===== src/rtl/rom_burst_reader_pkg.sv =====
// rtl/rom_burst_reader_pkg.sv - shared constants for the ROM burst reader
package rom_burst_reader_pkg;

  localparam int ADDR_W_DEF = 4;
  localparam int DATA_W_DEF = 8;

  localparam logic [1:0] IDLE   = 2'd0;
  localparam logic [1:0] LOAD   = 2'd1;
  localparam logic [1:0] STREAM = 2'd2;

  function automatic int burst_limit(input int addr_w);
    return 1 << addr_w;
  endfunction

  localparam int BURST_LIMIT = burst_limit(ADDR_W_DEF);

endpackage


===== src/rtl/rom_burst_reader.sv =====
// rtl/rom_burst_reader.sv - streams a wrapping burst of ROM words over valid/ready
module rom_burst_reader
  import rom_burst_reader_pkg::*;
#(
  parameter int ADDR_W = ADDR_W_DEF,
  parameter int DATA_W = DATA_W_DEF
) (
  input  logic              clk,
  input  logic              rst_n,
  input  logic              start,
  input  logic [ADDR_W-1:0] base,
  input  logic [ADDR_W:0]   len,
  input  logic              abort,
  output logic              busy,
  output logic              done,
  output logic [ADDR_W-1:0] rom_addr,
  input  logic [DATA_W-1:0] rom_data,
  output logic [DATA_W-1:0] out_data,
  output logic              out_valid,
  input  logic              out_ready,
  output logic              out_last
);

  localparam logic [ADDR_W:0]   LIMIT    = (ADDR_W+1)'(burst_limit(ADDR_W));
  localparam logic [ADDR_W:0]   REM_ONE  = (ADDR_W+1)'(1);
  localparam logic [ADDR_W:0]   REM_ZERO = '0;
  localparam logic [ADDR_W-1:0] ADDR_ONE = ADDR_W'(1);

  logic [1:0]      state;
  logic [ADDR_W:0] rem;

  assign busy     = (state != IDLE);
  assign out_last = out_valid & (rem == REM_ONE);

  always_ff @(posedge clk or negedge rst_n) begin
    if (!rst_n) begin
      state     <= IDLE;
      rem       <= REM_ZERO;
      rom_addr  <= '0;
      out_data  <= '0;
      out_valid <= 1'b0;
      done      <= 1'b0;
    end else begin
      done <= 1'b0;
      case (state)
        IDLE: begin
          if (start) begin
            if (len == REM_ZERO) begin
              done <= 1'b1;
            end else begin
              rem      <= (len > LIMIT) ? LIMIT : len;
              rom_addr <= base;
              state    <= LOAD;
            end
          end
        end
        LOAD: begin
          if (abort) begin
            rem   <= REM_ZERO;
            state <= IDLE;
          end else begin
            out_data  <= rom_data;
            out_valid <= 1'b1;
            rom_addr  <= rom_addr + ADDR_ONE;
            state     <= STREAM;
          end
        end
        STREAM: begin
          // Abort wins over a same-cycle handshake: that word is dropped.
          if (abort) begin
            out_valid <= 1'b0;
            rem       <= REM_ZERO;
            state     <= IDLE;
          end else if (out_valid && out_ready) begin
            if (rem > REM_ONE) begin
              out_data <= rom_data;
              rom_addr <= rom_addr + ADDR_ONE;
              rem      <= rem - REM_ONE;
            end else begin
              out_valid <= 1'b0;
              done      <= 1'b1;
              rem       <= REM_ZERO;
              state     <= IDLE;
            end
          end
        end
        default: begin
          out_valid <= 1'b0;
          rem       <= REM_ZERO;
          state     <= IDLE;
        end
      endcase
    end
  end

endmodule


===== config.mk =====
export PLATFORM = sky130hd
export DESIGN_NAME = rom_burst_reader
export DESIGN_NICKNAME = d
export VERILOG_FILES = /design/src/rtl/rom_burst_reader_pkg.sv /design/src/rtl/rom_burst_reader.sv
export SDC_FILE = /design/constraint.sdc
export NUM_CORES = 1
export LEC_CHECK = 0
export ABC_AREA = 1
export CAP_MARGIN = 5
export CELL_PAD_IN_SITES_DETAIL_PLACEMENT = 1
export CELL_PAD_IN_SITES_GLOBAL_PLACEMENT = 2
export CORE_UTILIZATION = 26
export CTS_BUF_LIST = sky130_fd_sc_hd__clkbuf_16
export DETAILED_ROUTE_END_ITERATION = 8
export GPL_ROUTABILITY_DRIVEN = 0
export HOLD_SLACK_MARGIN = 0.08
export MAX_ROUTING_LAYER = met4
export PLACE_DENSITY = 0.89
export SLEW_MARGIN = 20
export SYNTH_ARGS = -nofsm -noshare
export SYNTH_HDL_FRONTEND = slang
export SYNTH_SLANG_ARGS = --single-unit

===== constraint.sdc =====
create_clock -name clk -period 1.6 [get_ports clk]
set_input_delay 0.48 -clock clk [delete_from_list [all_inputs] [get_ports clk]]
set_output_delay 0.48 -clock clk [all_outputs]
set_load 0.01 [all_outputs]

==> run_results.csv, run 1 <==
group,metric,value,unit
status,status,"finished with violations",
status,failing_checks,"negative setup slack",
yosys,yosys-top-cells-count,"nand2_1, nand3_1, dfrtp_1",
yosys,synthFlopType,"dfrtp_1",
clocking,clk_transition_reported_paths,60,ps
routing,drt_pass1_iterations,4,
yosys,synth.distinct_cells,23,
global_routing,global_route.overflow_total,0,
final_timing,worst_slack,-49.2,ps
layout,design.final.nets,284,
yosys,ys.flops,21,
power_and_ir_drop,power.density_cell_area,1890,nW/µm²
critical_path,endpoint_kind,"output pin",
routing,drt_first_iter_violations,74,
critical_path,timing.setup.critical_path_class,"flip-flop to output pin",
critical_path,required,1120,ps
job,timing.max_cap.violations,0,
yosys,mux_share,0,%
routing,detailroute.via_count,1471,
yosys,adders_majority_by_area,6.52,%
final_timing,setup_violations,1,
yosys,synth_xor_xnor_area_share,0.652,%
power_and_ir_drop,static-leakage-power,0.00114,µW
final_timing,achievable-frequency,0.606,GHz
final_timing,clock-skew-final,6.39,ps
critical_path,crit_path_start_kind,"flip-flop",
yosys,yosys.area_share.simple,42.6,%
routing,drc,0,
floorplanning,fp_util,27.7,%
routing,wire_length_per_cell,13.2,µm
yosys,syn_nets,210,
final_timing,slew_headroom,79.9,%
clocking,cts.root.buffer_cell,"clkbuf_16",
job,warning_count,32,
layout,antenna-diode-count,0,
run 1: layout make-up:
class,count,area [µm²]
clock buffer,3,75.1
clock inverter,1,5.00
fill,607,2670
inverter,16,60.1
multi-input combinational,144,846
sequential,21,526
tap,67,83.8
timing repair buffer,69,588
run 1: timing repair:
action	4_1_cts	5_1_grt
resized	28	21
buffers inserted	0	3
gates cloned	0	2
setup endpoints to repair	19	21
pin swaps	2	9
run 1: placed cells by master (no fill, tap or decap), drive strengths merged:
cell	Yosys	final
nand4	3	3
inv	16	16
o21ai	10	10
nand2	77	77
xor2	1	1
o22ai	1	1
and2	1	2
ha	7	7
nand3	29	30
nor2	11	11
buf	2	34
dlygate4sd2	0	14
dlymetal6s2s	0	2
clkbuf	0	3
clkdlybuf4s50	0	19
dfrtp	21	21
a21oi	2	2
clkinv	0	1
run 1: worst max-delay path, cell delays in order, from the launching register on:
cell and delay, ps:
dfrtp_1 390, inv_2 90, ha_4 140, nand2_2 50
nor2_1 100, buf_2 140
run 1: per-layer routing:
metal	share of wire, %	vias to the layer above	track usage (%)
li1	-	733	-
met1	44	712	20.0
met2	52	24	29.0
met3	3.8	2	3.29
met4	0.40	0	2.56
met5	0	-	-
run 1: through the flow:
stage                     cells  cell area (µm²)  utilization, %  TNS (ps)
after floorplan             181             1340               -         0
after global placement      312             2000            41.2     -4620
after detailed placement    312             2000            41.2     -5010
after CTS                   316             2070            42.7     -97.6
after global routing        321             2180            45.0      -147
final                       321             2180            45.0     -49.2
run 1: cell families (layout without fill, tap and decap cells):
group	count (synthesis)	count (layout)
AND/OR/NAND/NOR	121	123
flip-flops	21	21
XOR/XNOR	1	1
AND-OR/OR-AND	13	13
adder cells (fa/ha/maj)	7	7
buffers and inverters	18	89
run 1: where the power goes:
part           total [µW]  leakage, µW  switching [µW]  internal [µW]
sequential            906     0.000267             134            772
combinational        2690     0.000830            1520           1170
clock                 532    0.0000409             197            336
total                4130      0.00114            1850           2280
run 1: sequential cells by signal, summed over array words and instances, names as in the netlist:
name / cells
done: 1
out_data: 8
out_valid: 1
rem: 5
rom_addr: 4
state: 2
run 1: worst paths after layout:
check                                           to                    start  slack (ps)
min reg2reg                out_data[0]$_DFFE_PN0P_  out_data[0]$_DFFE_PN0P_         470
max                                       out_last       rem[1]$_DFFE_PN0P_         -50
min                        out_data[0]$_DFFE_PN0P_  out_data[0]$_DFFE_PN0P_         470
max reg2reg                out_data[4]$_DFFE_PN0P_     state[1]$_DFFE_PN0P_          50
max in group asynchronous           done$_DFF_PN0_                    rst_n         790
min in group asynchronous       rem[2]$_DFFE_PN0P_                    rst_n         580
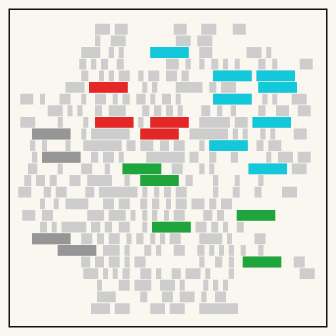
**Above:** run 1 (sequential cells grouped by signal name).
red -> rom_addr  # flops 4
cyan -> out_data  # flops 8, where top right
green -> rem  # flops 5
not coloured = 4
fraction of standard cell area that is sequential: 24.1%
Finished Core Util: 45.0%

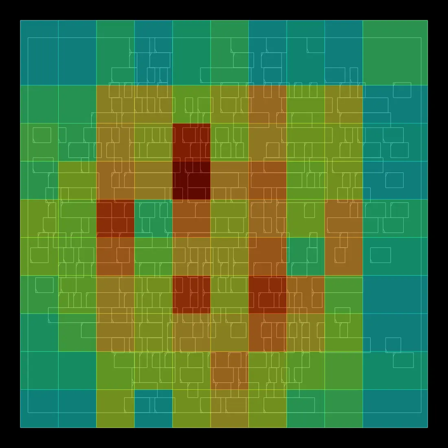
**Above:** run 1 (routing congestion).
global routing usage on met2: 29.0%
GRT Util Overall: 16.6%
met3 GRT Util: 3.29%
grt met1 use: 20.0%

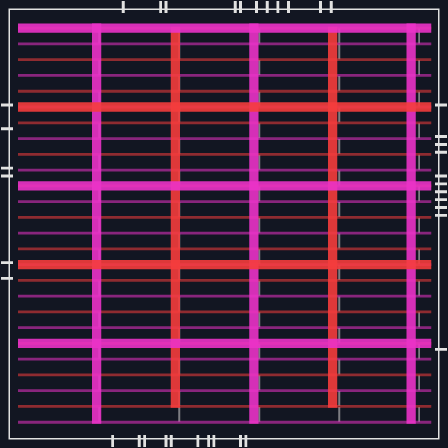
**Above:** run 1 (floorplan with the power grid).
Pins as bars on the die edge. Tap cells in grey.
red -> VDD
magenta -> VSS
met4 straps = 5
met5 straps = 5
met1 rails = 26
tap cells = 67
signal pins = 38
Max VDD drop: 0.00103 V
Core Box Area: 4850 µm²
Die H: 73.9 µm
die outline width: 73.9 µm

**Run 1: clock network drawn from the DEF**

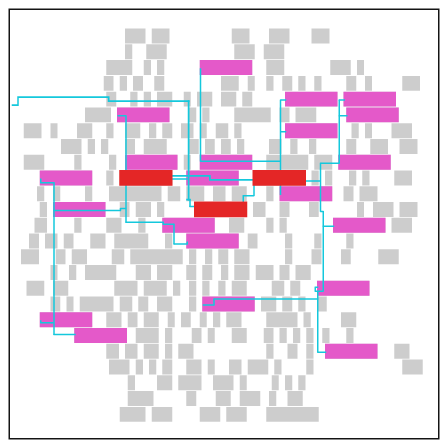

==> inputs of run 2 (changes only) <==
Settings changed: CELL_PAD_IN_SITES_DETAIL_PLACEMENT 1 to 0, CELL_PAD_IN_SITES_GLOBAL_PLACEMENT 2 to 1, CORE_UTILIZATION 26 to 30, PLACE_DENSITY 0.89 to 0.82.
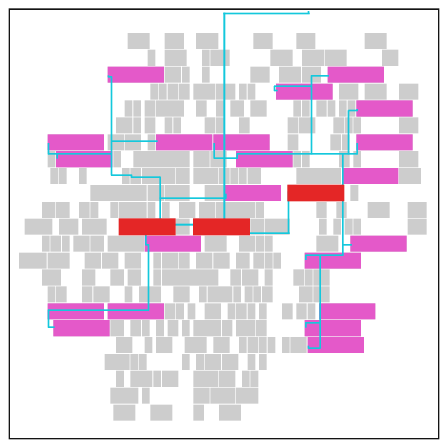
**Above:** run 2 (clock network drawn from the DEF).
red -> clock-net drivers  # count 3
cyan -> clock wires  # length 292 µm
magenta -> flip-flops  # count 21
routed clock nets = 4
Clock Power Share: 13.0%
clk_skew: 1.86 ps
clock network latency to the later pin of the worst-skew pair: 250 ps
reported clock group power: 533 µW

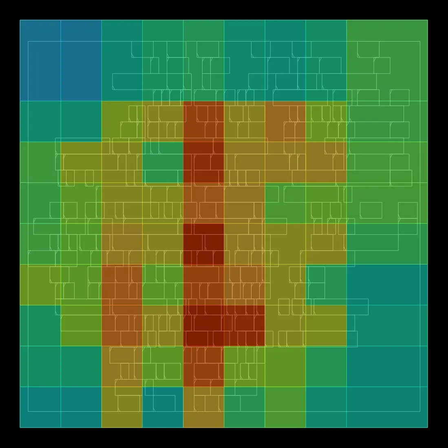
**Above:** run 2 (routing congestion).
grt met1 use: 21.0%
wire length per cell: 11.6 µm

==> run 2 against run 1 <==
Net effect: the run still ends with negative setup slack left; wire length is 16% lower; sequential power hardly changed; non-clock buffer count is 3 higher; clock skew is 4.5 ps lower; die area is 13% lower; highest routed layer unchanged.
==> run_results.csv, run 2 <==
group,metric,value,unit
yosys,ys.flops,21,
power_and_ir_drop,seq_power_share,22.1,%
clocking,cts.root.buffer_cell,"clkbuf_16",
critical_path,endpoint_kind,"output pin",
yosys,yosys-top-cells-count,"nand2_1, nand3_1, dfrtp_1",
power_and_ir_drop,power_switching,1780,µW
yosys,yosys-stat-cells,181,
yosys,synthFlopType,"dfrtp_1",
routing,detailroute.via_count,1410,
final_timing,setup_violations,1,
floorplanning,core,4140,µm²
critical_path,timing.setup.critical_path_class,"flip-flop to output pin",
power_and_ir_drop,share_comb_of_total_power,64.9,%
layout,postLayoutCoreUtil,53.0,%
job,timing.max_cap.violations,0,
power_and_ir_drop,static-leakage-power,0.00116,µW
global_routing,global_route.overflow_total,0,
power_and_ir_drop,cell_internal_power,2320,µW
layout,mostFrequentLayoutCell,"nand2_1",
final_timing,worst-slew-pin-transition,320,ps
final_timing,slew_headroom,78.6,%
layout,lay_top_cells,"nand2_1, buf_4, nand3_1, dfrtp_1, clkdlybuf4s50_1",
status,status,"finished with violations",
final_timing,achievable-frequency,0.619,GHz
final_timing,timing.setup.tns,-16.6,ps
layout,largest_reg_flops,8,
power_and_ir_drop,power.total,4100,µW
layout,top_regs,"out_data: 8 flops, rem: 5 flops, rom_addr: 4 flops",
layout,area_delta_synth_final,63.5,%
critical_path,required,1120,ps
place,dp.cells,297,
floorplanning,die_outline_width,68.9,µm
clocking,cts_inserted_buffers,3,
layout,antenna-diode-count,0,
status,failing_checks,"negative setup slack",
routing,drt_first_iter_violations,49,
layout,design.final.nets,286,
routing,drt_pass1_iterations,4,
clocking,clk_transition_reported_paths,60,ps
power_and_ir_drop,power.ir.vdd_worst,0.000908,V
global_routing,global_route.usage.total,15.9,%
layout,final_cells,306,
power_and_ir_drop,power.density_cell_area,1870,nW/µm²
routing,drc,0,
floorplanning,chipHeight,68.9,µm
yosys,synth.distinct_cells,23,
job,warning_count,32,
final_timing,worst_slack,-16.6,ps
yosys,syn_nets,210,
run 2: through the flow:
step / worst slack (ps) / instance area [µm²]
floorplan: 131 / 1340
CTS: -83.5 / 2060
detailed placement: -250 / 1990
global route: -60.1 / 2190
finish: -16.6 / 2190
global placement: -231 / 1990
run 2: worst max-delay path, stage by stage, from the launching register on:
cell,delay (ps)
dfrtp_1,390
inv_2,80
ha_4,140
nand2_4,60
nor2_4,110
buf_6,100
run 2: routing by layer:
| layer | share of wire (%) | wire (µm) | track usage [%] |
|---|---|---|---|
| met1 | 47 | 1680 | 21.0 |
| met2 | 49 | 1740 | 25.1 |
| met3 | 2.3 | 82 | 2.96 |
| met4 | 1.4 | 48 | 3.83 |
| met5 | 0 | 0 | - |
run 2: cells by family after synthesis:
logic type               after synthesis  share of synthesized area [%]
AND-OR/OR-AND                         13                           5.22
adder cells (fa/ha/maj)                7                           6.52
flip-flops                            21                           39.1
AND/OR/NAND/NOR                      121                           42.6
XOR/XNOR                               1                          0.652
buffers and inverters                 18                           5.87
run 2: what timing repair did:
item / 4_1_cts / 5_1_grt
setup endpoints to repair: 17 / 22
pin swaps: 2 / 9
gates resized: 24 / 26
buffers inserted: 0 / 4
cloned: 0 / 1
run 2: power groups by stage:
stage                     logic (µW)  registers, µW  clock network, µW
after floorplan                 1320           1030                  0
after global placement          2470            912                  0
after detailed placement        2480            914                  0
after CTS                       2410            907                539
after global routing            3030            938                570
final                           2660            908                533
run 2: layout make-up:
| type | instances | area (µm²) |
|---|---|---|
| multi-input cells | 143 | 842 |
| flip-flops and latches | 21 | 526 |
| repair buffers | 72 | 624 |
| clock buffers | 3 | 75.1 |
| inverters | 16 | 60.1 |
| well taps | 50 | 62.6 |
| fillers | 399 | 1950 |
| clock inverters | 1 | 5.00 |
run 2: path summary, 6_finish.rpt:
kind	slack (ps)	to	start
worst max register to register	40	rom_addr[2]$_DFFE_PN0P_	rem[1]$_DFFE_PN0P_
worst max-delay path	-20	out_last	rem[1]$_DFFE_PN0P_
worst min register to register	470	out_data[6]$_DFFE_PN0P_	out_data[6]$_DFFE_PN0P_
max in group asynchronous	810	done$_DFF_PN0_	rst_n
worst min-delay path	470	out_data[6]$_DFFE_PN0P_	out_data[6]$_DFFE_PN0P_
min in group asynchronous	570	out_data[7]$_DFFE_PN0P_	rst_n
Power figures rest on the tool's default switching activity, not on a simulated workload.
